===== src/rtl/obi_copy_master_if.sv =====
// Request/response bus between the copy initiator and a memory-style responder.
// The master drives the request channel; the slave answers with grant and response.
interface obi_copy_master_if;
    logic        data_req;
    logic        data_we;
    logic [3:0]  data_be;
    logic [31:0] data_addr;
    logic [31:0] data_wdata;
    logic        data_gnt;
    logic        data_rvalid;
    logic [31:0] data_rdata;
    logic        data_err;

    modport master (
        output data_req, data_we, data_be, data_addr, data_wdata,
        input  data_gnt, data_rvalid, data_rdata, data_err
    );

    modport slave (
        input  data_req, data_we, data_be, data_addr, data_wdata,
        output data_gnt, data_rvalid, data_rdata, data_err
    );
endinterface


===== src/rtl/obi_copy_master.sv =====
// Block-copy bus initiator: reads one word, writes it back elsewhere, repeats.
// Exactly one transaction is in flight at any time.
module obi_copy_master #(
    parameter int LEN_WIDTH = 16
) (
    input  logic                 clk_i,
    input  logic                 rst_ni,
    input  logic                 start_i,
    input  logic [31:0]          src_addr_i,
    input  logic [31:0]          dst_addr_i,
    input  logic [LEN_WIDTH-1:0] xfer_len_i,
    output logic                 busy_o,
    output logic                 done_o,
    output logic                 error_o,
    output logic [LEN_WIDTH-1:0] words_done_o,
    obi_copy_master_if.master    bus
);

    typedef enum logic [2:0] {
        IDLE    = 3'd0,
        RD_REQ  = 3'd1,
        RD_WAIT = 3'd2,
        WR_REQ  = 3'd3,
        WR_WAIT = 3'd4,
        DONE    = 3'd5
    } state_e;

    state_e               state_q, state_d;
    logic [31:0]          src_q, src_d;
    logic [31:0]          dst_q, dst_d;
    logic [31:0]          wdata_q, wdata_d;
    logic [LEN_WIDTH-1:0] rem_q, rem_d;
    logic [LEN_WIDTH-1:0] cnt_q, cnt_d;
    logic                 err_q, err_d;
    logic                 busy_q, busy_d;

    always_ff @(posedge clk_i or negedge rst_ni) begin
        if (!rst_ni) begin
            state_q <= IDLE;
            src_q   <= '0;
            dst_q   <= '0;
            wdata_q <= '0;
            rem_q   <= '0;
            cnt_q   <= '0;
            err_q   <= 1'b0;
            busy_q  <= 1'b0;
        end else begin
            state_q <= state_d;
            src_q   <= src_d;
            dst_q   <= dst_d;
            wdata_q <= wdata_d;
            rem_q   <= rem_d;
            cnt_q   <= cnt_d;
            err_q   <= err_d;
            busy_q  <= busy_d;
        end
    end

    always_comb begin
        state_d = state_q;
        src_d   = src_q;
        dst_d   = dst_q;
        wdata_d = wdata_q;
        rem_d   = rem_q;
        cnt_d   = cnt_q;
        err_d   = err_q;
        busy_d  = busy_q;
        unique case (state_q)
            IDLE: begin
                if (start_i) begin
                    err_d = 1'b0;
                    cnt_d = '0;
                    if (xfer_len_i == '0) begin
                        // Empty copy completes without touching the bus or raising busy.
                        state_d = DONE;
                    end else begin
                        src_d   = {src_addr_i[31:2], 2'b00};
                        dst_d   = {dst_addr_i[31:2], 2'b00};
                        rem_d   = xfer_len_i;
                        busy_d  = 1'b1;
                        state_d = RD_REQ;
                    end
                end
            end
            RD_REQ: begin
                if (bus.data_gnt) state_d = RD_WAIT;
            end
            RD_WAIT: begin
                if (bus.data_rvalid) begin
                    if (bus.data_err) begin
                        err_d   = 1'b1;
                        state_d = DONE;
                    end else begin
                        wdata_d = bus.data_rdata;
                        state_d = WR_REQ;
                    end
                end
            end
            WR_REQ: begin
                if (bus.data_gnt) state_d = WR_WAIT;
            end
            WR_WAIT: begin
                if (bus.data_rvalid) begin
                    if (bus.data_err) begin
                        err_d   = 1'b1;
                        state_d = DONE;
                    end else begin
                        // Pointers wrap modulo 2^32 by plain 32-bit addition.
                        src_d   = src_q + 32'd4;
                        dst_d   = dst_q + 32'd4;
                        cnt_d   = cnt_q + LEN_WIDTH'(1);
                        rem_d   = rem_q - LEN_WIDTH'(1);
                        state_d = (rem_q == LEN_WIDTH'(1)) ? DONE : RD_REQ;
                    end
                end
            end
            DONE: begin
                busy_d  = 1'b0;
                state_d = IDLE;
            end
            default: state_d = IDLE;
        endcase
    end

    // Request outputs decode straight from state so reset drops them asynchronously
    // and they stay frozen for as long as the request waits for grant.
    logic rd_req, wr_req;
    assign rd_req = (state_q == RD_REQ);
    assign wr_req = (state_q == WR_REQ);

    assign bus.data_req   = rd_req | wr_req;
    assign bus.data_we    = wr_req;
    assign bus.data_be    = (rd_req | wr_req) ? 4'hF : 4'h0;
    assign bus.data_addr  = rd_req ? src_q : (wr_req ? dst_q : 32'h0);
    assign bus.data_wdata = wr_req ? wdata_q : 32'h0;

    assign busy_o       = busy_q;
    assign done_o       = (state_q == DONE);
    assign error_o      = err_q;
    assign words_done_o = cnt_q;

endmodule


===== src/flat_wrapper.sv =====
// flat-port wrapper written by rule: the top's interface ports become plain ports
module obi_copy_master_flat 
#(
    parameter int LEN_WIDTH = 16
)
  (clk_i, rst_ni, start_i, src_addr_i, dst_addr_i, xfer_len_i, busy_o, done_o, error_o, words_done_o, bus_data_req, bus_data_we, bus_data_be, bus_data_addr, bus_data_wdata, bus_data_gnt, bus_data_rvalid, bus_data_rdata, bus_data_err);
  obi_copy_master_if bus_i ();
  input  logic clk_i;
  input  logic rst_ni;
  input  logic start_i;
  input  logic [31:0] src_addr_i;
  input  logic [31:0] dst_addr_i;
  input  logic [LEN_WIDTH-1:0] xfer_len_i;
  output logic busy_o;
  output logic done_o;
  output logic error_o;
  output logic [LEN_WIDTH-1:0] words_done_o;
  output wire logic [$bits(bus_i.data_req)-1:0] bus_data_req;
  output wire logic [$bits(bus_i.data_we)-1:0] bus_data_we;
  output wire logic [$bits(bus_i.data_be)-1:0] bus_data_be;
  output wire logic [$bits(bus_i.data_addr)-1:0] bus_data_addr;
  output wire logic [$bits(bus_i.data_wdata)-1:0] bus_data_wdata;
  input wire logic [$bits(bus_i.data_gnt)-1:0] bus_data_gnt;
  input wire logic [$bits(bus_i.data_rvalid)-1:0] bus_data_rvalid;
  input wire logic [$bits(bus_i.data_rdata)-1:0] bus_data_rdata;
  input wire logic [$bits(bus_i.data_err)-1:0] bus_data_err;
  assign bus_data_req = bus_i.data_req;
  assign bus_data_we = bus_i.data_we;
  assign bus_data_be = bus_i.data_be;
  assign bus_data_addr = bus_i.data_addr;
  assign bus_data_wdata = bus_i.data_wdata;
  assign bus_i.data_gnt = bus_data_gnt;
  assign bus_i.data_rvalid = bus_data_rvalid;
  assign bus_i.data_rdata = bus_data_rdata;
  assign bus_i.data_err = bus_data_err;
  obi_copy_master #(.LEN_WIDTH(LEN_WIDTH)) u_core (.clk_i(clk_i), .rst_ni(rst_ni), .start_i(start_i), .src_addr_i(src_addr_i), .dst_addr_i(dst_addr_i), .xfer_len_i(xfer_len_i), .busy_o(busy_o), .done_o(done_o), .error_o(error_o), .words_done_o(words_done_o), .bus(bus_i));
endmodule

===== config.mk =====
export PLATFORM = sky130hd
export DESIGN_NAME = obi_copy_master_flat
export DESIGN_NICKNAME = d
export VERILOG_FILES = /design/src/rtl/obi_copy_master_if.sv /design/src/rtl/obi_copy_master.sv /design/src/flat_wrapper.sv
export SDC_FILE = /design/constraint.sdc
export NUM_CORES = 1
export LEC_CHECK = 0
export ABC_AREA = 1
export CAP_MARGIN = 20
export CORE_MARGIN = 2
export CORE_UTILIZATION = 51
export CTS_CLUSTER_SIZE = 28
export DETAILED_ROUTE_END_ITERATION = 12
export PLACE_DENSITY = 0.82
export SLEW_MARGIN = 20
export SYNTH_ARGS = -nofsm -noshare
export SYNTH_HDL_FRONTEND = slang
export SYNTH_SLANG_ARGS = --single-unit
export TNS_END_PERCENT = 5

===== constraint.sdc =====
create_clock -name clk_i -period 2.06 [get_ports clk_i]
set_input_delay 0.412 -clock clk_i [delete_from_list [all_inputs] [get_ports clk_i]]
set_output_delay 0.412 -clock clk_i [all_outputs]
set_load 0.05 [all_outputs]

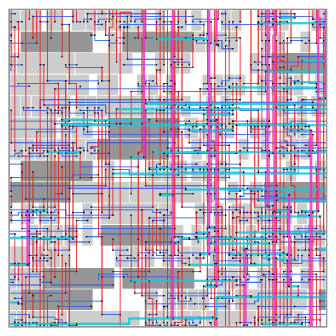
**Above:** run 1 (layout detail).
Region (47, 47) to (87, 87) um. Cells in grey, sequential cells in the stronger grey; small squares are vias.
- red: met2
- blue: met1
- cyan: met3
- magenta: met4
- netlist names of flops here include: `u_core.dst_q` (10)
- cells with their middle in the window: 196
- most frequent: nand2_1 (83), nor2_1 (35), nand3_1 (18)
- sequential cells in the window: 12

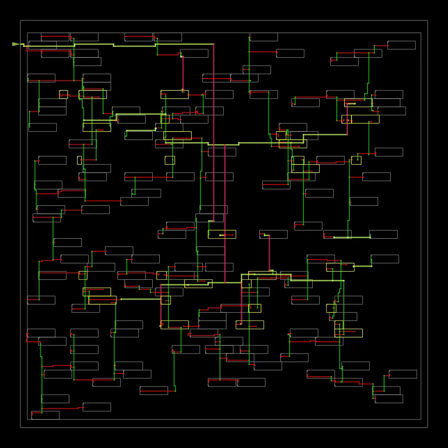
**Above:** run 1 (clock routing).
flop count: 129
largest clock skew in the final design: 0.008943 ns
clock network latency to the later pin of the worst-skew pair: 0.43 ns

==> flow_results.org, run 1 <==
#+TITLE: Implementation results

** Job
- Tally of max-capacitance violations :: 0

** Cells and area
- FILL cells :: 1098
- Total Nets Final :: 1769
- Per the cell usage report, the commonest logic cells after layout are sky130_fd_sc_hd__nand2_1, sky130_fd_sc_hd__nor2_1, sky130_fd_sc_hd__inv_1.
- Logic inverters :: 151
- Once layout is complete, the cells apart from fillers number 1879.
- Once layout is complete, the utilization of the core stands at 80.30%.
- The top cell type in the final layout, fill and taps aside, is sky130_fd_sc_hd__nand2_1.
- In the final layout, the share of cells above drive strength 1 is 14.29%.
- The layout stage reports a final design area of 13360 um2.
- Area growth from synthesis to layout :: 53.44%
- In the final layout, the clock buffer count is 18.

** Final timing
- Of the available clock period, the critical path in the final layout requires 107.0%.
- Max-slew violation count :: 0
- Setup TNS Final :: -6.323 ns
- Relative slew margins :: 64.24%
- WHS :: 0.4794 ns
- Final critical-path required period :: 2.204 ns
- Endpoints with negative setup slack in the final report add up to 73.
- The final timing report gives a worst setup slack of -0.1444 ns.
- Actual slew at the worst max-slew pin :: 0.5323 ns
- Peak clock frequency supported by timing :: 453.6 MHz

** Floorplanning
- The initialized floorplan defines 47 standard-cell rows.
- The overall die size recorded for this design is 18140 um2.
- During tapcell insertion the tool placed 220 well taps.
- Pin placement for this block handled 207 I/O pins.
- Die Ht :: 134.7 um
- Pre-placement core utilization :: 52.33%

** CTS
- The H-tree generated during clock tree synthesis spans 4 levels.
- Once the clock tree was built, the resizer swapped 22 gates to a different size.
- The post-CTS hold buffer count recorded in the log is 1.
- Clock slew seen by the registers of the worst setup and hold paths :: 0.06 ns
- The number of clock sinks came to 129.
- The clock passes through at most 2 buffers.

** Drt
- Wire per inst :: 16.42 um
- Antenna-violating nets left :: 0
- After detailed routing, the wire length on met1 is 11180 um.
- Per the detail_route report, DRC violations left total 0.

** Critical path
- STA classifies the critical path startpoint as a flop.
- Setup CP Type :: reg2out
- Traced cell by cell, the critical path runs through nor2_4 -> buf_12 -> nand2_8 -> buf_16 -> buf_16 -> nor2_4 -> buf_12.
- Per the timing report, the most critical flop-to-flop path finishes at u_core.rem_q[3]$_DFFE_PN0P_.
- Per STA, the worst path accumulates the most delay in the family buffers and inverters.
- Endpoint required time on the critical path :: 1.65 ns
- Beginning of the worst register-to-register path :: u_core.state_q[1]$_DFFE_PN0P_

** Logic synthesis
- Before any placement, the netlist area is recorded as 8710 um2.
- Unique masters post-synth :: 32
- Main area contributors after synthesis :: sky130_fd_sc_hd__dfrtp_1, sky130_fd_sc_hd__nand2_1, sky130_fd_sc_hd__nor2_1
- For reference, compound AND-OR and OR-AND cells occupy 9.754% of the area reported after synthesis.
- The warning tally printed by Yosys for this design is 0.
- After synthesis, the design contains 1425 cells according to Yosys.
- In the synthesis report, Yosys lists the chip area as 8710 um2.
- Counting flops with a built-in enable in the synthesized netlist gives 0.
- A synthesized cell averages 6.112 um2.
- In this run, synthesis produced a sequential element count of 129.
- Sequential cell area fraction in the yosys report :: 37.06%
- For reference, simple AND, OR, NAND and NOR cells occupy 42.18% of the area reported after synthesis.
- Instance count of the mapped netlist :: 1425
- Top non-seq family :: simple AND/OR/NAND/NOR gates
- The synthesized netlist devotes 0.7183% of its cell area to adder and majority cells.
- For reference, XOR and XNOR gates occupy 0.7039% of the area reported after synthesis.

** Power
- Cell Int Power :: 10.06 mW
- The share of total power dissipated in the clock network is 14.6%.
- The leakage component of the power was reported as 6.094 nW.
- Clock Power :: 2.91 mW
- The final power report lists total power as 19.89 mW.
- Switching power as a share of total power :: 49.41%

** Status
- Failing checks :: setup timing
- The flow ran to the end, but the final reports show violations.

** Global routing
- Gr ovfl total :: 0
- The number of antenna violations at the first check in global routing came to 0.
- For this run, the total global-route usage over all layers was measured as 34.97%.
- Routing resource usage on met1 recorded by global route was 40.33%.
- Routing resource usage on met3 recorded by global route was 10.21%.
- Largest net degree at the start of global routing :: 82
- Most Crowded Layer GR :: met2

** Placed design
- The placed instances occupy a cell area of 12520 um2.
- Gp weighted congestion :: 1.025
- Cells after DPL :: 1829
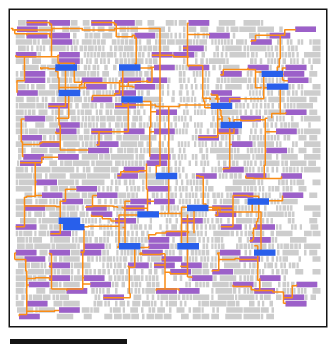
**Above:** run 1 (clock distribution).
Bar = 50 um.
- purple: flip-flops (count 129)
- orange: clock wires (length 1970 um)
- blue: cells driving clock nets (count 17)
- routed clock nets: 18

run 1: cells in the mapped netlist, types with 3 or more instances:
| master | count |
|---|---|
| sky130_fd_sc_hd__nor3_1 | 11 |
| sky130_fd_sc_hd__nand4_1 | 17 |
| sky130_fd_sc_hd__inv_2 | 4 |
| sky130_fd_sc_hd__inv_1 | 147 |
| sky130_fd_sc_hd__ha_1 | 5 |
| sky130_fd_sc_hd__o22ai_1 | 28 |
| sky130_fd_sc_hd__a21oi_1 | 45 |
| sky130_fd_sc_hd__xor2_1 | 4 |
| sky130_fd_sc_hd__dfrtp_1 | 129 |
| sky130_fd_sc_hd__nand3_1 | 122 |
| sky130_fd_sc_hd__buf_2 | 14 |
| sky130_fd_sc_hd__o21ai_0 | 79 |
| sky130_fd_sc_hd__buf_4 | 6 |
| sky130_fd_sc_hd__o21ai_1 | 3 |
| sky130_fd_sc_hd__buf_1 | 8 |
| sky130_fd_sc_hd__nand2_1 | 501 |
| sky130_fd_sc_hd__clkbuf_1 | 23 |
| sky130_fd_sc_hd__xnor2_1 | 3 |
| sky130_fd_sc_hd__nor2_1 | 259 |
run 1: registers in the layout, indices dropped and copies added, names as in the netlist:
| signal | cells |
|---|---|
| u_core.words_done_o | 16 |
| u_core.rem_q | 16 |
| u_core.state_q | 3 |
| u_core.busy_o | 1 |
| u_core.wdata_q | 32 |
| u_core.src_q | 30 |
| u_core.dst_q | 30 |
| u_core.error_o | 1 |
run 1: cells by family (layout without fill, tap and decap cells):
| family | after synthesis | count (layout) |
|---|---|---|
| compound gates | 160 | 160 |
| xor+xnor | 7 | 7 |
| fa+ha+maj | 5 | 5 |
| buf+inv | 206 | 438 |
| flops | 129 | 129 |
| other cells | 1 | 2 |
| simple gates | 917 | 918 |
==> inputs of run 2 (changes only) <==
--- a/config.mk
+++ b/config.mk
@@ -6,8 +6,9 @@
 export NUM_CORES = 1
 export LEC_CHECK = 0
 export ABC_AREA = 1
+export ABC_CLOCK_PERIOD_IN_PS = 2060
 export CAP_MARGIN = 20
-export CORE_MARGIN = 2
+export CORE_MARGIN = 5
 export CORE_UTILIZATION = 51
 export CTS_CLUSTER_SIZE = 28
 export DETAILED_ROUTE_END_ITERATION = 12
@@ -16,4 +17,3 @@
 export SYNTH_ARGS = -nofsm -noshare
 export SYNTH_HDL_FRONTEND = slang
 export SYNTH_SLANG_ARGS = --single-unit
-export TNS_END_PERCENT = 5
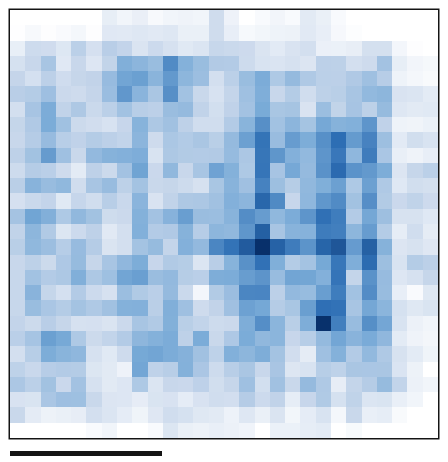
**Above:** run 2 (wire density map).
Bar = 50 um. The die is cut into 28 by 28 equal tiles; white is low, dark blue is high, scaled to the fullest tile. Values are wire area over tile area, all layers added.
- fullest tile: 0.89
- mean over tiles: 0.27
- nearly empty tiles: 5.4%
- tiles over half the peak: 12%

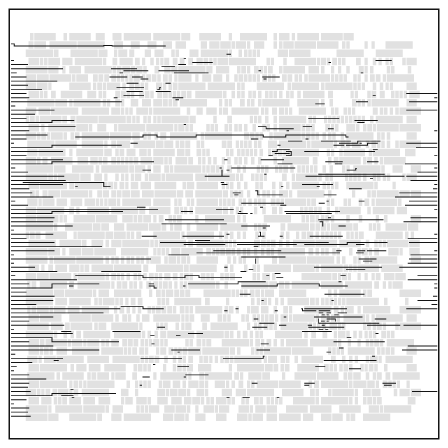
**Above:** run 2 (met3 routing).
- nets with wire on the layer: 273
- wire length on this layer: 2860 um
- main direction: horizontal
- share of all routed wire: 9.2%
- longest straight run: 55.2 um

==> run 2 against run 1 <==
  * Flip-flop count stayed put
  * Clock-buffer cell count decreased by 1
  * Area after synthesis is the same
  * Utilization rose by 0.19 points
  * The run still ends with setup timing left
  * Global-route usage decreased by 3.4 points
  * Largest power group unchanged
  * Cell count grew 0.32%
  * Fmax down 1.4%
  * Clock skew grew 0.0028 ns
  * Routed wire length is 0.62% higher
  * Sequential share of layout area is 0.056 points lower
==> flow_results.org, run 2 <==
#+TITLE: Implementation results

** Final timing
- Largest clock skew in the final design :: 0.01175 ns
- The max-slew check reports its worst relative slack as 63.24%.
- OpenROAD reports that the post-layout worst path occupies 108.5% of the period.
- WHS :: 0.4408 ns
- The pin closest to its max-slew limit shows a slew of 0.5536 ns.
- For reference, the final report shows the max-slew violation count at 0.
- The end-of-flow timing check tallies setup violations at 63.
- The flow reports an fmax of 447.3 MHz.
- Setup repair after global routing missed its margin :: yes
- Worst setup slack after layout :: -0.1754 ns
- The worst path in the final design needs a cycle of 2.235 ns, including I/O delays and setup.

** Critical path
- Kind of start point of the critical path :: flop
- The worst setup path is of the reg2out kind.
- Endpoint required time on the critical path :: 1.65 ns
- The worst register-to-register path has a setup slack of 0.13 ns.
- Worst path cell trace :: nor2_4 -> nand2_8 -> buf_12 -> nor2_4 -> buf_12
- Worst reg2reg path endpoint :: u_core.src_q[15]$_DFFE_PN0P_
- Per the timing report, the most critical flop-to-flop path originates at u_core.src_q[12]$_DFFE_PN0P_.
- On the critical path, the stage with the largest delay is an instance of sky130_fd_sc_hd__dfrtp_2.

** Placed design
- The detailed placer reported the number of placed instances as 1842.
- Gp weighted congestion :: 0.9262
- According to the dpl log, the detail-placed design has an HPWL of 22720 um.
- Port bufs :: 200

** Cells and area
- Area growth from synthesis to layout :: 53.80%
- Commonest non-fill, non-tap cells in the layout :: sky130_fd_sc_hd__nand2_1, sky130_fd_sc_hd__nor2_1, sky130_fd_sc_hd__inv_1
- Post-Route Utilization :: 80.49%
- Top Registers :: u_core.wdata_q: 32 flops, u_core.dst_q: 30 flops, u_core.src_q: 30 flops
- The repair_antennas step left the layout with diodes totalling 0.
- Per the layout report, the design carries 1173 filler cells.
- Combined flip-flop and latch cell area :: 3229 um2
- Per the final layout report, the fraction of cells sized above drive strength 1 comes to 14.83%.
- Counting only logic cells after layout, the most numerous master is sky130_fd_sc_hd__nand2_1.
- The register with the most flip-flops in the layout has 32 of them.
- Logic area :: 5416 um2
- The finished layout holds 1885 standard cells, fillers aside.
- Total Nets Final :: 1776
- Most flops, register :: u_core.wdata_q

** Power
- Total power density per cell area :: 1492 nW/um2
- For this design the static power due to leakage is 6.102 nW.
- Overall power consumption :: 19.99 mW

** Global routing
- Met1 layer usage reported by global route :: 35.64%
- Most Crowded Layer GR :: met2
- Global routing consumed, over all layers together, 31.54% of the routing resources.
- Global routing finished with a remaining overflow of 0.
- Global routing met3 resource utilization :: 9.550%
- Antenna violations before repair :: 0
- Met2 Resource Use GR :: 53.48%
- Entering global routing, the biggest net connects 87 pins.
- Global-route wire length before repair :: 49970 um

** Drt
- Wire per inst :: 16.47 um
- Antenna-violating nets left :: 0
- Final routed DRC violation total :: 0
- Highest metal layer with signal wires :: met4
- The post-route report lists met1 wire length as 11380 um.

** CTS
- Clock slew seen by the registers of the worst setup and hold paths :: 0.06 ns
- Post-CTS sizing :: 25
- The later pin in the worst-skew pair is clocked with a latency of 0.43 ns.
- Buffers inserted to repair hold after CTS numbered 1.
- The clock tree has to reach 129 sinks.
- CTS reports a maximum clock tree buffer depth of 2.
- TritonCTS buffer count :: 17
- Clock Root Buffer :: sky130_fd_sc_hd__clkbuf_16
- Level count of the clock H-tree :: 4

** Logic synthesis
- Warnings, synthesis :: 0
- Sequential cell area fraction in the yosys report :: 37.06%
- Summed instance area of the synthesized netlist :: 8710 um2
- Proportion of synthesized flip-flops having asynchronous set or reset :: 100.0%
- Avg Inst Size Synth :: 6.112 um2
- EDFF count, synth :: 0
- Yosys cell count :: 1425
- Most used standard cell by instance count after synthesis :: sky130_fd_sc_hd__nand2_1
- Once synthesis finished, the tally of register bits stood at 129.
- The synthesized design spends more area on one cell type than any other, namely sky130_fd_sc_hd__dfrtp_1.
- Per the synthesis report, the number of distinct cell types is 32.
- Leading post-synthesis cells by instance count :: sky130_fd_sc_hd__nand2_1, sky130_fd_sc_hd__nor2_1, sky130_fd_sc_hd__inv_1
- The chip area line in the Yosys stat output reads 8710 um2.
- The synthesis report lists the most area-consuming cells as sky130_fd_sc_hd__dfrtp_1, sky130_fd_sc_hd__nand2_1, sky130_fd_sc_hd__nor2_1.
- Per the post-synthesis report, the number of cells in the design is 1425.

** Min path
- In this run the worst hold path is classified as in2async.

** Floorplanning
- Measured along the y axis, the die boundary spans 140.7 um.
- Area of the die :: 19790 um2
- Total I/O pin count :: 207
- Total number of placement rows :: 47
- Horizontal extent of the die :: 140.7 um
- The core region is 16640 um2.
- Pre-placement core utilization :: 52.33%

** Status
- Outcome :: complete, but fails checks
- The final reports fail on setup timing.

** Job
- Max-cap violations in this run came to 0.
[run 2: cell types whose count changed in the layout (fill, tap and decap cells not counted), sizes merged, moves of 2 or more]
cell and delta:
buf +6, nand2 +2, bufinv +2, clkbuf -2
inv -2
[run 2: worst min path at each step]
stage	slack, ns	from	end
floorplan	0.12	rst_ni	u_core.busy_o$_DFFE_PN0P_
global placement	0.35	rst_ni	u_core.src_q[5]$_DFFE_PN0P_
detailed placement	0.35	rst_ni	u_core.src_q[4]$_DFFE_PN0P_
CTS	0.44	rst_ni	u_core.src_q[4]$_DFFE_PN0P_
global route	0.47	rst_ni	u_core.src_q[4]$_DFFE_PN0P_
finish	0.44	rst_ni	u_core.src_q[4]$_DFFE_PN0P_
[run 2: final cells by class]
class / instances / share of cell area [%]
clock buffers: 17 / 3.176
flip-flops and latches: 129 / 24.11
well taps: 220 / 2.055
repair buffers: 260 / 24.78
clock inverters: 14 / 1.149
inverters: 151 / 4.297
multi-input cells: 1094 / 40.44
[run 2: worst max-delay path, delay by kind of cell, from the launching register on]
family | cells | cell delay (ns)
buffers and inverters | 2 | 0.40
DFF | 1 | 0.42
and+or+nand+nor | 3 | 0.54
[run 2: metrics by stage]
step           TNS, ns  cell area, um2
4_1_cts         -7.621           13350
6_report        -8.317           13400
2_1_floorplan   -1.128            9464
3_3_place_gp   -0.7327           12620
3_5_place_dp    -6.030           12620
5_1_grt         -10.91           13400
[run 2: report_power, final]
part	leakage [nW]	switching [mW]	internal (mW)	total, mW
clock	0.277	1.28	1.79	3.07
sequential	1.56	1.01	3.67	4.68
combinational	4.27	7.52	4.71	12.2
[run 2: cells by family after synthesis]
kind of cell / synth area share [%]
simple gates: 42.18
buf+inv: 9.539
compound gates: 9.755
flops: 37.06
xor+xnor: 0.7039
fa+ha+maj: 0.7183
other cells: 0.04306
==> inputs of run 3 (changes only) <==
--- a/config.mk
+++ b/config.mk
@@ -8,7 +8,7 @@
 export ABC_AREA = 1
 export ABC_CLOCK_PERIOD_IN_PS = 2060
 export CAP_MARGIN = 20
-export CORE_MARGIN = 5
+export CORE_MARGIN = 2
 export CORE_UTILIZATION = 51
 export CTS_CLUSTER_SIZE = 28
 export DETAILED_ROUTE_END_ITERATION = 12
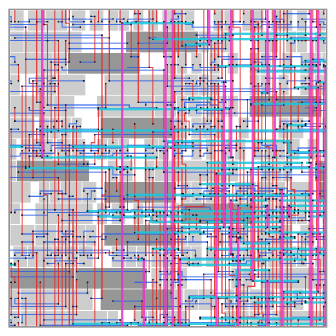
**Above:** run 3 (layout detail).
Region (47, 47) to (87, 87) um. Cells in grey, sequential cells in the stronger grey; small squares are vias.
- magenta: met4
- cyan: met3
- red: met2
- blue: met1
- netlist names of flops here include: `u_core.dst_q` (8), `u_core.src_q` (2)
- cells with their middle in the window: 202
- sequential cells in the window: 11
- most frequent: nand2_1 (78), nor2_1 (35), nand3_1 (17)

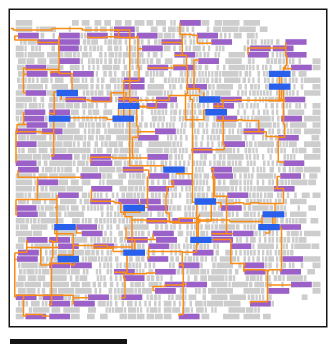
**Above:** run 3 (clock distribution).
Bar = 50 um.
- purple: flip-flops (count 129)
- blue: cells driving clock nets (count 17)
- orange: clock wires (length 1990 um)
- routed clock nets: 18
- flops lie: widely spread

==> run 3 against run 2 <==
  * The flow still finishes with violations (setup timing)
  * Sequential power about the same
  * Routed wire length about the same
  * Hold slack worse by 0.025 ns
  * Register-to-register slack worse by 0.16 ns
  * Combinational power about the same
  * First-iteration DRC count up 28%
  * Synthesized cell count unchanged
  * Non-clock buffer count down 8
  * Clock power up 5%
  * Area after synthesis unchanged
  * Global-route usage up 3.5 points
  * Utilization about the same
  * Critical endpoint is now bus_data_addr[13]
  * Largest power group unchanged
==> flow_results.org, run 3 <==
#+TITLE: Implementation results

** Global routing
- Entering global routing, the biggest net connects 89 pins.
- Global routing finished with a remaining overflow of 0.
- Global routing used 35.08% of the available tracks across all layers.
- Global routing consumed, on the met1 layer, 39.50% of the routing resources.
- The number of antenna violations at the first check in global routing was 1.
- In the global route stage, met2 resource usage came out at 58.77%.

** CTS
- Once the clock tree was built, the resizer swapped 21 gates to a different size.
- Clock Root Buffer :: sky130_fd_sc_hd__clkbuf_16
- Post-CTS Hold Buffers :: 1
- Bufs on Longest Clock Path :: 2
- Clock slew seen by the registers of the worst setup and hold paths :: 0.06 ns
- Level count of the clock H-tree :: 4
- TritonCTS buffer count :: 17

** Final timing
- Setup violations remaining at the end of the flow were counted as 65.
- Actual slew at the worst max-slew pin :: 0.5221 ns
- Final critical-path required period :: 2.236 ns
- Setup repair after global routing could not meet its margin everywhere.
- In the final report, the number of pins over their slew limit comes to 0.
- After layout, the setup clock skew is reported as 0.01044 ns.
- Setup TNS Final :: -7.966 ns
- After layout, the worst setup slack is -0.1762 ns.
- The max-slew check reports its worst relative slack as 65.14%.
- The final critical path takes up 108.6% of the cycle.
- Peak clock frequency supported by timing :: 447.2 MHz

** Critical path
- Setup CP Type :: reg2out
- Endpoint required time on the critical path :: 1.65 ns
- The startpoint identified for the worst register-to-register timing path is u_core.state_q[1]$_DFFE_PN0P_.
- Kind of start point of the critical path :: flop
- Internal reg-to-reg setup slack :: -0.03 ns

** Logic synthesis
- In this run the cell area of the synthesized design comes to 8710 um2.
- Sequential cell area fraction in the yosys report :: 37.06%
- Cell taking the most area after synthesis :: sky130_fd_sc_hd__dfrtp_1
- Post-synthesis share of cell area spent on and-or and or-and gates :: 9.754%
- By area the synthesized netlist is led by sky130_fd_sc_hd__dfrtp_1, sky130_fd_sc_hd__nand2_1, sky130_fd_sc_hd__nor2_1.
- Top non-seq family :: simple AND/OR/NAND/NOR gates
- Multiplexer cells account for 0% of the synthesized area.
- Among all cell types in the netlist, the one instantiated most often is sky130_fd_sc_hd__nand2_1.
- After synthesis, the share of flip-flops with an asynchronous set or reset is 100.0%.
- After synthesis, the design contains 1425 cells according to Yosys.
- Fraction of the mapped netlist area in adder cells :: 0.7183%
- Synthesis produced 1425 cells.
- Avg Inst Size Synth :: 6.112 um2
- Register bit total from synthesis :: 129
- Yosys synthesis chip area :: 8710 um2
- Counting flops with a built-in enable in the synthesized netlist gives 0.
- Leading post-synthesis cells by instance count :: sky130_fd_sc_hd__nand2_1, sky130_fd_sc_hd__nor2_1, sky130_fd_sc_hd__inv_1

** Drt
- Highest metal layer with signal wires :: met4
- Final routed DRC violation total :: 0
- Wire per inst :: 16.53 um
- Wire length the detailed router placed on met1 :: 11100 um
- The count of nets left with antenna violations once routing finished came out at 0.

** Floorplanning
- Die Ht :: 134.7 um
- The die is 134.7 um wide.
- Total number of placement rows :: 47
- Pre-placement core utilization :: 52.33%
- Area of the die :: 18140 um2
- The core region is 16640 um2.

** Cells and area
- Of the cells placed in the final design, the portion with a size suffix greater than 1 is 14.54%.
- The finished cells cover 13400 um2.
- Most flops, register :: u_core.wdata_q
- Commonest non-fill, non-tap cells in the layout :: sky130_fd_sc_hd__nand2_1, sky130_fd_sc_hd__nor2_1, sky130_fd_sc_hd__inv_1
- Compared with the post-synthesis result, the final layout area differs by 53.89%.
- The repair_antennas step left the layout with diodes totalling 0.
- Top Registers :: u_core.wdata_q: 32 flops, u_core.dst_q: 30 flops, u_core.src_q: 30 flops

** Power
- The analysis attributes to cell leakage a power of 6.097 nW.
- Power spread over the standard cell area amounts to 1504 nW/um2.

** Status
- The flow ran to the end, but the final reports show violations.
- Failing checks :: setup timing

** Job
- Tally of max-capacitance violations :: 0

** Placed design
- Placed inst area :: 12490 um2
- According to the dpl log, the detail-placed design has an HPWL of 21680 um.

** Min path
- Worst min-delay path class :: in2async
-- run 3: cell counts after synthesis --
No cell type changed its count.
-- run 3: layout make-up --
type / instances / area [um2] / share of cell area [%]
Clock buffer: 20 / 456.7 / 3.407
Clock inverter: 12 / 156.4 / 1.167
Inverter: 151 / 571.8 / 4.266
Multi-Input combinational cell: 1094 / 5403 / 40.31
Sequential cell: 129 / 3229 / 24.09
Tap cell: 220 / 275.3 / 2.054
Timing Repair Buffer: 252 / 3311 / 24.70
-- run 3: final timing paths --
path,end,cells after the start
setup / recovery,bus_data_addr[13],5
hold / removal,u_core.src_q[4]$_DFFE_PN0P_,2
hold reg to reg,u_core.rem_q[10]$_DFFE_PN0P_,2
setup reg to reg,u_core.dst_q[22]$_DFFE_PN0P_,11
max in group asynchronous,u_core.state_q[2]$_DFFE_PN0P_,3
min in group clk_i,u_core.rem_q[10]$_DFFE_PN0P_,2
-- run 3: power by group --
group | switching, mW | total [mW] | internal (mW) | leakage (nW)
sequential | 1.04 | 4.71 | 3.67 | 1.56
combinational | 7.54 | 12.2 | 4.69 | 4.25
clock | 1.25 | 3.22 | 1.97 | 0.289
-- run 3: critical path: stages (launching register included) --
cell	delay, ns
sky130_fd_sc_hd__dfrtp_2	0.42
sky130_fd_sc_hd__nor2_4	0.14
sky130_fd_sc_hd__buf_4	0.27
sky130_fd_sc_hd__nand2_4	0.20
sky130_fd_sc_hd__o22ai_4	0.19
sky130_fd_sc_hd__buf_12	0.17
-- run 3: metrics by stage --
step	worst slack, ns	hold slack [ns]	cells	util (%)
floorplan	-0.04088	0.1164	1426	-
global placement	-0.04499	0.3234	1828	75.02
detailed placement	-0.1117	0.3228	1828	75.02
CTS	-0.1547	0.4263	1873	79.85
global route	-0.2150	0.4503	1878	80.54
finish	-0.1762	0.4160	1878	80.54
Power is estimated from default activity; no workload was simulated.
